**config.mk**
```make
export PLATFORM = sky130hd
export DESIGN_NAME = wiener_frame_streamer_flat
export DESIGN_NICKNAME = d
export VERILOG_FILES = /design/src/rtl/wiener_frame_streamer_pkg.sv /design/src/rtl/wiener_frame_streamer_if.sv /design/src/rtl/wiener_frame_streamer_byte_tx.sv /design/src/rtl/wiener_frame_streamer.sv /design/src/flat_wrapper.sv
export SDC_FILE = /design/constraint.sdc
export NUM_CORES = 1
export LEC_CHECK = 0
export ABC_AREA = 1
export CAP_MARGIN = 20
export CORE_AREA = 2 2 109 90
export CTS_CLUSTER_SIZE = 28
export DETAILED_ROUTE_END_ITERATION = 16
export DIE_AREA = 0 0 111 92
export PLACE_DENSITY = 0.82
export SYNTH_ARGS = -nofsm -noshare
export SYNTH_HDL_FRONTEND = slang
export SYNTH_HIERARCHICAL = 1
export SYNTH_SLANG_ARGS = --single-unit
```
**constraint.sdc**
```tcl
create_clock -name pclk -period 2.3 [get_ports pclk]
set_input_delay 0.23 -clock pclk [delete_from_list [all_inputs] [get_ports pclk]]
set_output_delay 0.23 -clock pclk [all_outputs]
set_load 0.05 [all_outputs]
```
**src/rtl/wiener_frame_streamer_pkg.sv**
```systemverilog
`default_nettype none
// ============================================================================
// Module   : wiener_stream_pkg
// Function : Shared FSM state encoding, frame-header sync bytes and the
//            bytes-per-pixel helper for the Wiener frame streamer.
// Revision : 1.0 - initial release
// ============================================================================
package wiener_stream_pkg;

    typedef enum logic [3:0] {
        ST_IDLE  = 4'd0,
        ST_HDR   = 4'd1,
        ST_ADDR  = 4'd2,
        ST_WAIT  = 4'd3,
        ST_LATCH = 4'd4,
        ST_SEND  = 4'd5,
        ST_GAP   = 4'd6,
        ST_NEXT  = 4'd7,
        ST_DONE  = 4'd8
    } state_t;

    localparam logic [7:0] HDR_SYNC0 = 8'hA5;
    localparam logic [7:0] HDR_SYNC1 = 8'h5A;

    function automatic int nbytes(input int pix_w);
        return (pix_w + 7) / 8;
    endfunction

endpackage
`default_nettype wire

```
**src/rtl/wiener_frame_streamer_if.sv**
```systemverilog
`default_nettype none
// ============================================================================
// Module   : wiener_frame_streamer_if
// Function : Control, ROM and UART signals of the frame streamer; the master
//            modport is the streamer, the slave modport its environment.
// Revision : 1.0 - initial release
// ============================================================================
interface wiener_frame_streamer_if #(
    parameter int ADDR_W = 17,
    parameter int PIX_W  = 8
);
    logic              start;
    logic              bypass;
    logic [ADDR_W-1:0] rom_addr;
    logic [PIX_W-1:0]  rom_q;
    logic [PIX_W-1:0]  filt_q;
    logic [7:0]        tx_data;
    logic              tx_start;
    logic              tx_busy;
    logic [15:0]       src_x;
    logic [15:0]       src_y;
    logic [PIX_W-1:0]  pixel_reg;
    logic              active;
    logic              frame_done;

    modport master (
        input  start, bypass, rom_q, filt_q, tx_busy,
        output rom_addr, tx_data, tx_start, src_x, src_y, pixel_reg, active, frame_done
    );

    modport slave (
        output start, bypass, rom_q, filt_q, tx_busy,
        input  rom_addr, tx_data, tx_start, src_x, src_y, pixel_reg, active, frame_done
    );
endinterface
`default_nettype wire

```
**src/rtl/wiener_frame_streamer_byte_tx.sv**
```systemverilog
`default_nettype none
// ============================================================================
// Module   : stream_byte_tx
// Function : Serialises one NB-byte word MSB byte first over a UART
//            start/busy handshake; pulses o_done after the last strobe.
// Revision : 1.0 - initial release
// ============================================================================
module stream_byte_tx
    import wiener_stream_pkg::*;
#(
    parameter  int NB    = 1,
    localparam int IDX_W = (NB > 1) ? $clog2(NB) : 1
) (
    input  wire logic              pclk,
    input  wire logic              reset_n,
    input  wire logic              i_load,
    input  wire logic [NB*8-1:0]   i_word,
    input  wire logic [IDX_W-1:0]  i_first,
    input  wire logic              i_tx_busy,
    output logic                   o_done,
    output logic [7:0]             o_tx_data,
    output logic                   o_tx_start
);
    state_t            r_state;
    logic [NB*8-1:0]   r_word;
    logic [IDX_W-1:0]  r_idx;
    logic [7:0]        w_byte;

    assign w_byte = 8'(r_word >> {r_idx, 3'b000});

    // Busy is not looked at in GAP: the UART only raises it a cycle after the strobe.
    always_ff @(posedge pclk) begin
        if (!reset_n) begin
            r_state    <= ST_IDLE;
            r_word     <= '0;
            r_idx      <= '0;
            o_done     <= 1'b0;
            o_tx_data  <= 8'h00;
            o_tx_start <= 1'b0;
        end else begin
            o_done     <= 1'b0;
            o_tx_start <= 1'b0;
            case (r_state)
                ST_IDLE: begin
                    if (i_load) begin
                        r_word  <= i_word;
                        r_idx   <= i_first;
                        r_state <= ST_SEND;
                    end
                end
                ST_SEND: begin
                    if (!i_tx_busy) begin
                        o_tx_data  <= w_byte;
                        o_tx_start <= 1'b1;
                        r_state    <= ST_GAP;
                    end
                end
                ST_GAP: begin
                    if (r_idx == '0) begin
                        o_done  <= 1'b1;
                        r_state <= ST_IDLE;
                    end else begin
                        r_idx   <= r_idx - 1'b1;
                        r_state <= ST_SEND;
                    end
                end
                default: r_state <= ST_IDLE;
            endcase
        end
    end
endmodule
`default_nettype wire

```
**src/rtl/wiener_frame_streamer.sv**
```systemverilog
`default_nettype none
// ============================================================================
// Module   : wiener_frame_streamer
// Function : Raster-scans a ROM frame (with decimation), selects raw or
//            Wiener-filtered pixels and streams them byte-wise to a UART.
//            Optional 3-byte frame header: define WIENER_STREAM_FRAME_HDR_EN.
// Revision : 1.0 - initial release
// ============================================================================
module wiener_frame_streamer
    import wiener_stream_pkg::*;
#(
    parameter  int SRC_W      = 320,
    parameter  int SRC_H      = 240,
    parameter  int PIX_W      = 8,
    parameter  int ROM_LAT    = 1,
    parameter  int STEP       = 1,
    parameter  int CONTINUOUS = 0,
    localparam int ADDR_W     = $clog2(SRC_W * SRC_H),
    localparam int NB         = nbytes(PIX_W),
    localparam int WORD_W     = NB * 8,
    localparam int IDX_W      = (NB > 1) ? $clog2(NB) : 1
) (
    input  wire logic                  pclk,
    input  wire logic                  reset_n,
    wiener_frame_streamer_if.master    bus
);
    localparam logic [ADDR_W-1:0] c_ROW_INC = ADDR_W'(STEP * SRC_W);

    state_t              r_state;
    logic [15:0]         r_x;
    logic [15:0]         r_y;
    logic [ADDR_W-1:0]   r_row_base;
    logic [2:0]          r_lat;
    logic                r_load;
    logic [WORD_W-1:0]   r_word;
    logic [IDX_W-1:0]    r_first;
    logic [ADDR_W-1:0]   r_rom_addr;
    logic [15:0]         r_src_x;
    logic [15:0]         r_src_y;
    logic [PIX_W-1:0]    r_pixel;
    logic                r_active;
    logic                r_frame_done;
    logic                w_done;
    logic                w_begin;
    logic [PIX_W-1:0]    w_pix;
    logic [WORD_W-1:0]   w_word;
    logic [16:0]         w_x_next;
    logic [16:0]         w_y_next;
`ifdef WIENER_STREAM_FRAME_HDR_EN
    logic [7:0]          r_frame_cnt;
    logic [1:0]          r_hdr_idx;
    logic                r_in_hdr;
    logic [7:0]          w_hdr_byte;

    always_comb begin
        case (r_hdr_idx)
            2'd0:    w_hdr_byte = HDR_SYNC0;
            2'd1:    w_hdr_byte = HDR_SYNC1;
            default: w_hdr_byte = r_frame_cnt;
        endcase
    end
`endif

    assign w_pix    = bus.bypass ? bus.rom_q : bus.filt_q;
    assign w_x_next = {1'b0, r_x} + 17'(STEP);
    assign w_y_next = {1'b0, r_y} + 17'(STEP);
    assign w_begin  = (r_state == ST_IDLE && bus.start) ||
                      (r_state == ST_DONE && CONTINUOUS != 0);

    always_comb begin
        w_word              = '0;
        w_word[PIX_W-1:0]   = w_pix;
    end

    always_ff @(posedge pclk) begin
        if (!reset_n) begin
            r_state      <= ST_IDLE;
            r_x          <= '0;
            r_y          <= '0;
            r_row_base   <= '0;
            r_lat        <= '0;
            r_load       <= 1'b0;
            r_word       <= '0;
            r_first      <= '0;
            r_rom_addr   <= '0;
            r_src_x      <= '0;
            r_src_y      <= '0;
            r_pixel      <= '0;
            r_active     <= 1'b0;
            r_frame_done <= 1'b0;
`ifdef WIENER_STREAM_FRAME_HDR_EN
            r_frame_cnt  <= '0;
            r_hdr_idx    <= '0;
            r_in_hdr     <= 1'b0;
`endif
        end else begin
            r_load       <= 1'b0;
            r_frame_done <= 1'b0;
            case (r_state)
                ST_IDLE: ;
`ifdef WIENER_STREAM_FRAME_HDR_EN
                ST_HDR: begin
                    r_load    <= 1'b1;
                    r_word    <= WORD_W'(w_hdr_byte);
                    r_first   <= '0;
                    r_hdr_idx <= r_hdr_idx + 2'd1;
                    r_in_hdr  <= 1'b1;
                    r_state   <= ST_SEND;
                end
`endif
                ST_ADDR: begin
                    r_rom_addr <= r_row_base + ADDR_W'(r_x);
                    r_lat      <= '0;
                    r_state    <= ST_WAIT;
                end
                ST_WAIT: begin
                    if (r_lat == 3'(ROM_LAT - 1)) r_state <= ST_LATCH;
                    else                          r_lat   <= r_lat + 3'd1;
                end
                ST_LATCH: begin
                    r_pixel <= w_pix;
                    r_src_x <= r_x;
                    r_src_y <= r_y;
                    r_load  <= 1'b1;
                    r_word  <= w_word;
                    r_first <= IDX_W'(NB - 1);
                    r_state <= ST_SEND;
                end
                ST_SEND: begin
                    if (w_done) begin
`ifdef WIENER_STREAM_FRAME_HDR_EN
                        if (r_in_hdr) begin
                            r_in_hdr <= 1'b0;
                            r_state  <= (r_hdr_idx == 2'd3) ? ST_ADDR : ST_HDR;
                        end else
`endif
                        r_state <= ST_NEXT;
                    end
                end
                ST_NEXT: begin
                    // Row address advances by a constant stride, so no multiplier is needed.
                    if (w_x_next >= 17'(SRC_W)) begin
                        r_x <= '0;
                        if (w_y_next >= 17'(SRC_H)) begin
                            r_frame_done <= 1'b1;
                            r_active     <= 1'b0;
                            r_state      <= ST_DONE;
                        end else begin
                            r_y        <= w_y_next[15:0];
                            r_row_base <= r_row_base + c_ROW_INC;
                            r_state    <= ST_ADDR;
                        end
                    end else begin
                        r_x     <= w_x_next[15:0];
                        r_state <= ST_ADDR;
                    end
                end
                ST_DONE: begin
`ifdef WIENER_STREAM_FRAME_HDR_EN
                    r_frame_cnt <= r_frame_cnt + 8'd1;
`endif
                    r_state <= ST_IDLE;
                end
                default: r_state <= ST_IDLE;
            endcase

            if (w_begin) begin
                r_x        <= '0;
                r_y        <= '0;
                r_row_base <= '0;
                r_active   <= 1'b1;
`ifdef WIENER_STREAM_FRAME_HDR_EN
                r_hdr_idx  <= '0;
                r_state    <= ST_HDR;
`else
                r_state    <= ST_ADDR;
`endif
            end
        end
    end

    stream_byte_tx #(.NB(NB)) u_byte_tx (
        .pclk       (pclk),
        .reset_n    (reset_n),
        .i_load     (r_load),
        .i_word     (r_word),
        .i_first    (r_first),
        .i_tx_busy  (bus.tx_busy),
        .o_done     (w_done),
        .o_tx_data  (bus.tx_data),
        .o_tx_start (bus.tx_start)
    );

    assign bus.rom_addr   = r_rom_addr;
    assign bus.src_x      = r_src_x;
    assign bus.src_y      = r_src_y;
    assign bus.pixel_reg  = r_pixel;
    assign bus.active     = r_active;
    assign bus.frame_done = r_frame_done;
endmodule
`default_nettype wire

```
**src/flat_wrapper.sv**
```systemverilog
// flat-port wrapper written by rule: the top's interface ports become plain ports
module wiener_frame_streamer_flat import wiener_stream_pkg::*;
#(
    parameter  int SRC_W      = 320,
    parameter  int SRC_H      = 240,
    parameter  int PIX_W      = 8,
    parameter  int ROM_LAT    = 1,
    parameter  int STEP       = 1,
    parameter  int CONTINUOUS = 0,
    localparam int ADDR_W     = $clog2(SRC_W * SRC_H),
    localparam int NB         = nbytes(PIX_W),
    localparam int WORD_W     = NB * 8,
    localparam int IDX_W      = (NB > 1) ? $clog2(NB) : 1
)
  (pclk, reset_n, bus_start, bus_bypass, bus_rom_q, bus_filt_q, bus_tx_busy, bus_rom_addr, bus_tx_data, bus_tx_start, bus_src_x, bus_src_y, bus_pixel_reg, bus_active, bus_frame_done);
  wiener_frame_streamer_if #(.ADDR_W(3), .PIX_W(PIX_W)) bus_i ();
  input  wire logic pclk;
  input  wire logic reset_n;
  input wire logic [$bits(bus_i.start)-1:0] bus_start;
  input wire logic [$bits(bus_i.bypass)-1:0] bus_bypass;
  input wire logic [$bits(bus_i.rom_q)-1:0] bus_rom_q;
  input wire logic [$bits(bus_i.filt_q)-1:0] bus_filt_q;
  input wire logic [$bits(bus_i.tx_busy)-1:0] bus_tx_busy;
  output wire logic [$bits(bus_i.rom_addr)-1:0] bus_rom_addr;
  output wire logic [$bits(bus_i.tx_data)-1:0] bus_tx_data;
  output wire logic [$bits(bus_i.tx_start)-1:0] bus_tx_start;
  output wire logic [$bits(bus_i.src_x)-1:0] bus_src_x;
  output wire logic [$bits(bus_i.src_y)-1:0] bus_src_y;
  output wire logic [$bits(bus_i.pixel_reg)-1:0] bus_pixel_reg;
  output wire logic [$bits(bus_i.active)-1:0] bus_active;
  output wire logic [$bits(bus_i.frame_done)-1:0] bus_frame_done;
  assign bus_i.start = bus_start;
  assign bus_i.bypass = bus_bypass;
  assign bus_i.rom_q = bus_rom_q;
  assign bus_i.filt_q = bus_filt_q;
  assign bus_i.tx_busy = bus_tx_busy;
  assign bus_rom_addr = bus_i.rom_addr;
  assign bus_tx_data = bus_i.tx_data;
  assign bus_tx_start = bus_i.tx_start;
  assign bus_src_x = bus_i.src_x;
  assign bus_src_y = bus_i.src_y;
  assign bus_pixel_reg = bus_i.pixel_reg;
  assign bus_active = bus_i.active;
  assign bus_frame_done = bus_i.frame_done;
  wiener_frame_streamer #(.SRC_W(SRC_W), .SRC_H(SRC_H), .PIX_W(PIX_W), .ROM_LAT(ROM_LAT), .STEP(STEP), .CONTINUOUS(CONTINUOUS)) u_core (.pclk(pclk), .reset_n(reset_n), .bus(bus_i));
endmodule
```
==> flow_metrics.env <==
# yosys + openroad results
export IMPL_power_density_nw_per_um2=596
export IMPL_clockPowerShare_pct=41.5
export IMPL_top_cell="nand2_1"
export IMPL_syn_area_sq_um=4800
export IMPL_dieWidth_um=111
export IMPL_placed_cell_area_sq_um=5640
export IMPL_synth_area_mux_share_pct=0
export IMPL_synth_stat_cells=655
export IMPL_die_area_sq_um=10200
export IMPL_yosysTopAreaCell="dfxtp_1"
export IMPL_synthAoiAreaFrac_pct=15.3
export IMPL_cts_resized=0
export IMPL_nets=750
export IMPL_rsz0062_at_grt="no"
export IMPL_track_usage_pct=22.0
export IMPL_synthToLayoutAreaGrowth_pct=23.5
export IMPL_async_reset_ff_share_pct=0
export IMPL_setup_slack_ps=229
export IMPL_fin_crit_ps=2070
export IMPL_slew_violations=0
export IMPL_taps=119
export IMPL_yosys_area_sq_um=4800
export IMPL_cp_arrival_ps=2360
export IMPL_num_fill_cells=813
export IMPL_cp_required_ps=2590
export IMPL_pg_seq_w=0.00188
export IMPL_cp_start_kind="register"
export IMPL_yosysSeqAreaShare_pct=44.6
export IMPL_clock_path_buffers=2
export IMPL_viasPerCell=5.21
export IMPL_flop_area_sq_um=2150
export IMPL_die_y_um=92
export IMPL_dp_cells=832
export IMPL_ys_sh_xor_pct=1.64
export IMPL_status="completed"
export IMPL_preCtsSetupSlack_ps=182
export IMPL_layout_drive_gt1_share_pct=8.78
export IMPL_num_antenna_cells=0
export IMPL_antenna_found_initial=0
export IMPL_synthesis_nets=681
export IMPL_simple_gate_share_pct=28.7
export IMPL_hpwl_mm=7.94
export IMPL_total_power_w=0.00354
export IMPL_holdWs_ps=283
export IMPL_seqPwrFrac_pct=53.2
export IMPL_power_leader="registers"
==> final timing paths <==
kind	startpoint	to	slack, ps	cells after the start
max	u_core/r_y[1]	u_core/bus.active	230	13
min reg2reg	u_core/u_byte_tx/r_word[5]	u_core/u_byte_tx/r_word[5]	460	2
max reg2reg	u_core/r_y[1]	u_core/bus.active	230	13
min	reset_n	u_core/u_byte_tx/o_tx_data[6]	280	3
==> layer usage <==
metal | track usage (%) | share of wire, % | vias up | routed length, um
met5 | 0 | 0 | - | 0
met4 | 6.98 | 1.5 | 0 | 166
met2 | 36.8 | 48 | 121 | 5320
met1 | 28.7 | 45 | 2017 | 5020
met3 | 4.76 | 5.3 | 14 | 585
li1 | - | - | 2269 | -
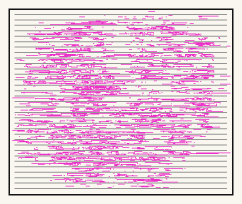
(the metal 1 layer)
Scale: 2 px per um. Supply wires on this layer in gray.
- longest straight run: 33.6 um
- nets with wire on the layer: 710
- wire length on this layer: 5020 um
- main direction: horizontal
via count: 4421
total routed wirelength: 11.1 mm
GR met1 Demand/Resource: 28.7%

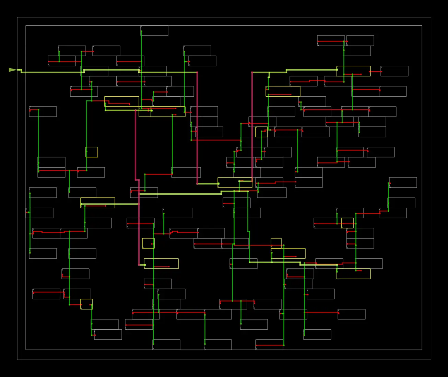
(clock nets)
CTS Sinks: 107
total CTS buffers: 9
clock buffers: 9

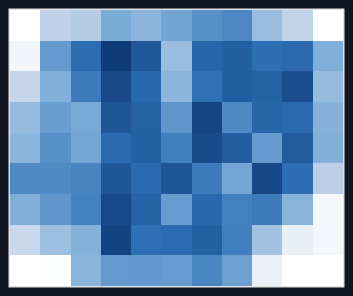
(placement density heat map)
Scale: 3 px per um. 11 x 9 tiles, from white (low) to dark blue (high), 0 to 100% covered.
- emptiest ninth of the die: lower right
- fullest tile: 96%
- nearly empty tiles: 6.1%
- tiles over 75% full: 32%
Core ar.: 9250 sq um
Starting Density: 51.9%
Final Util: 64.2%

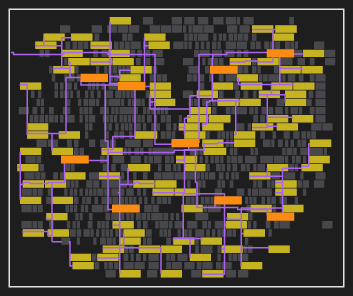
(clock wires, drivers and flops)
Scale: 3 px per um.
- purple: clock wires (length 1170 um)
- yellow: flip-flops (count 107)
- orange: cells driving clock nets (count 9)
- routed clock nets: 10

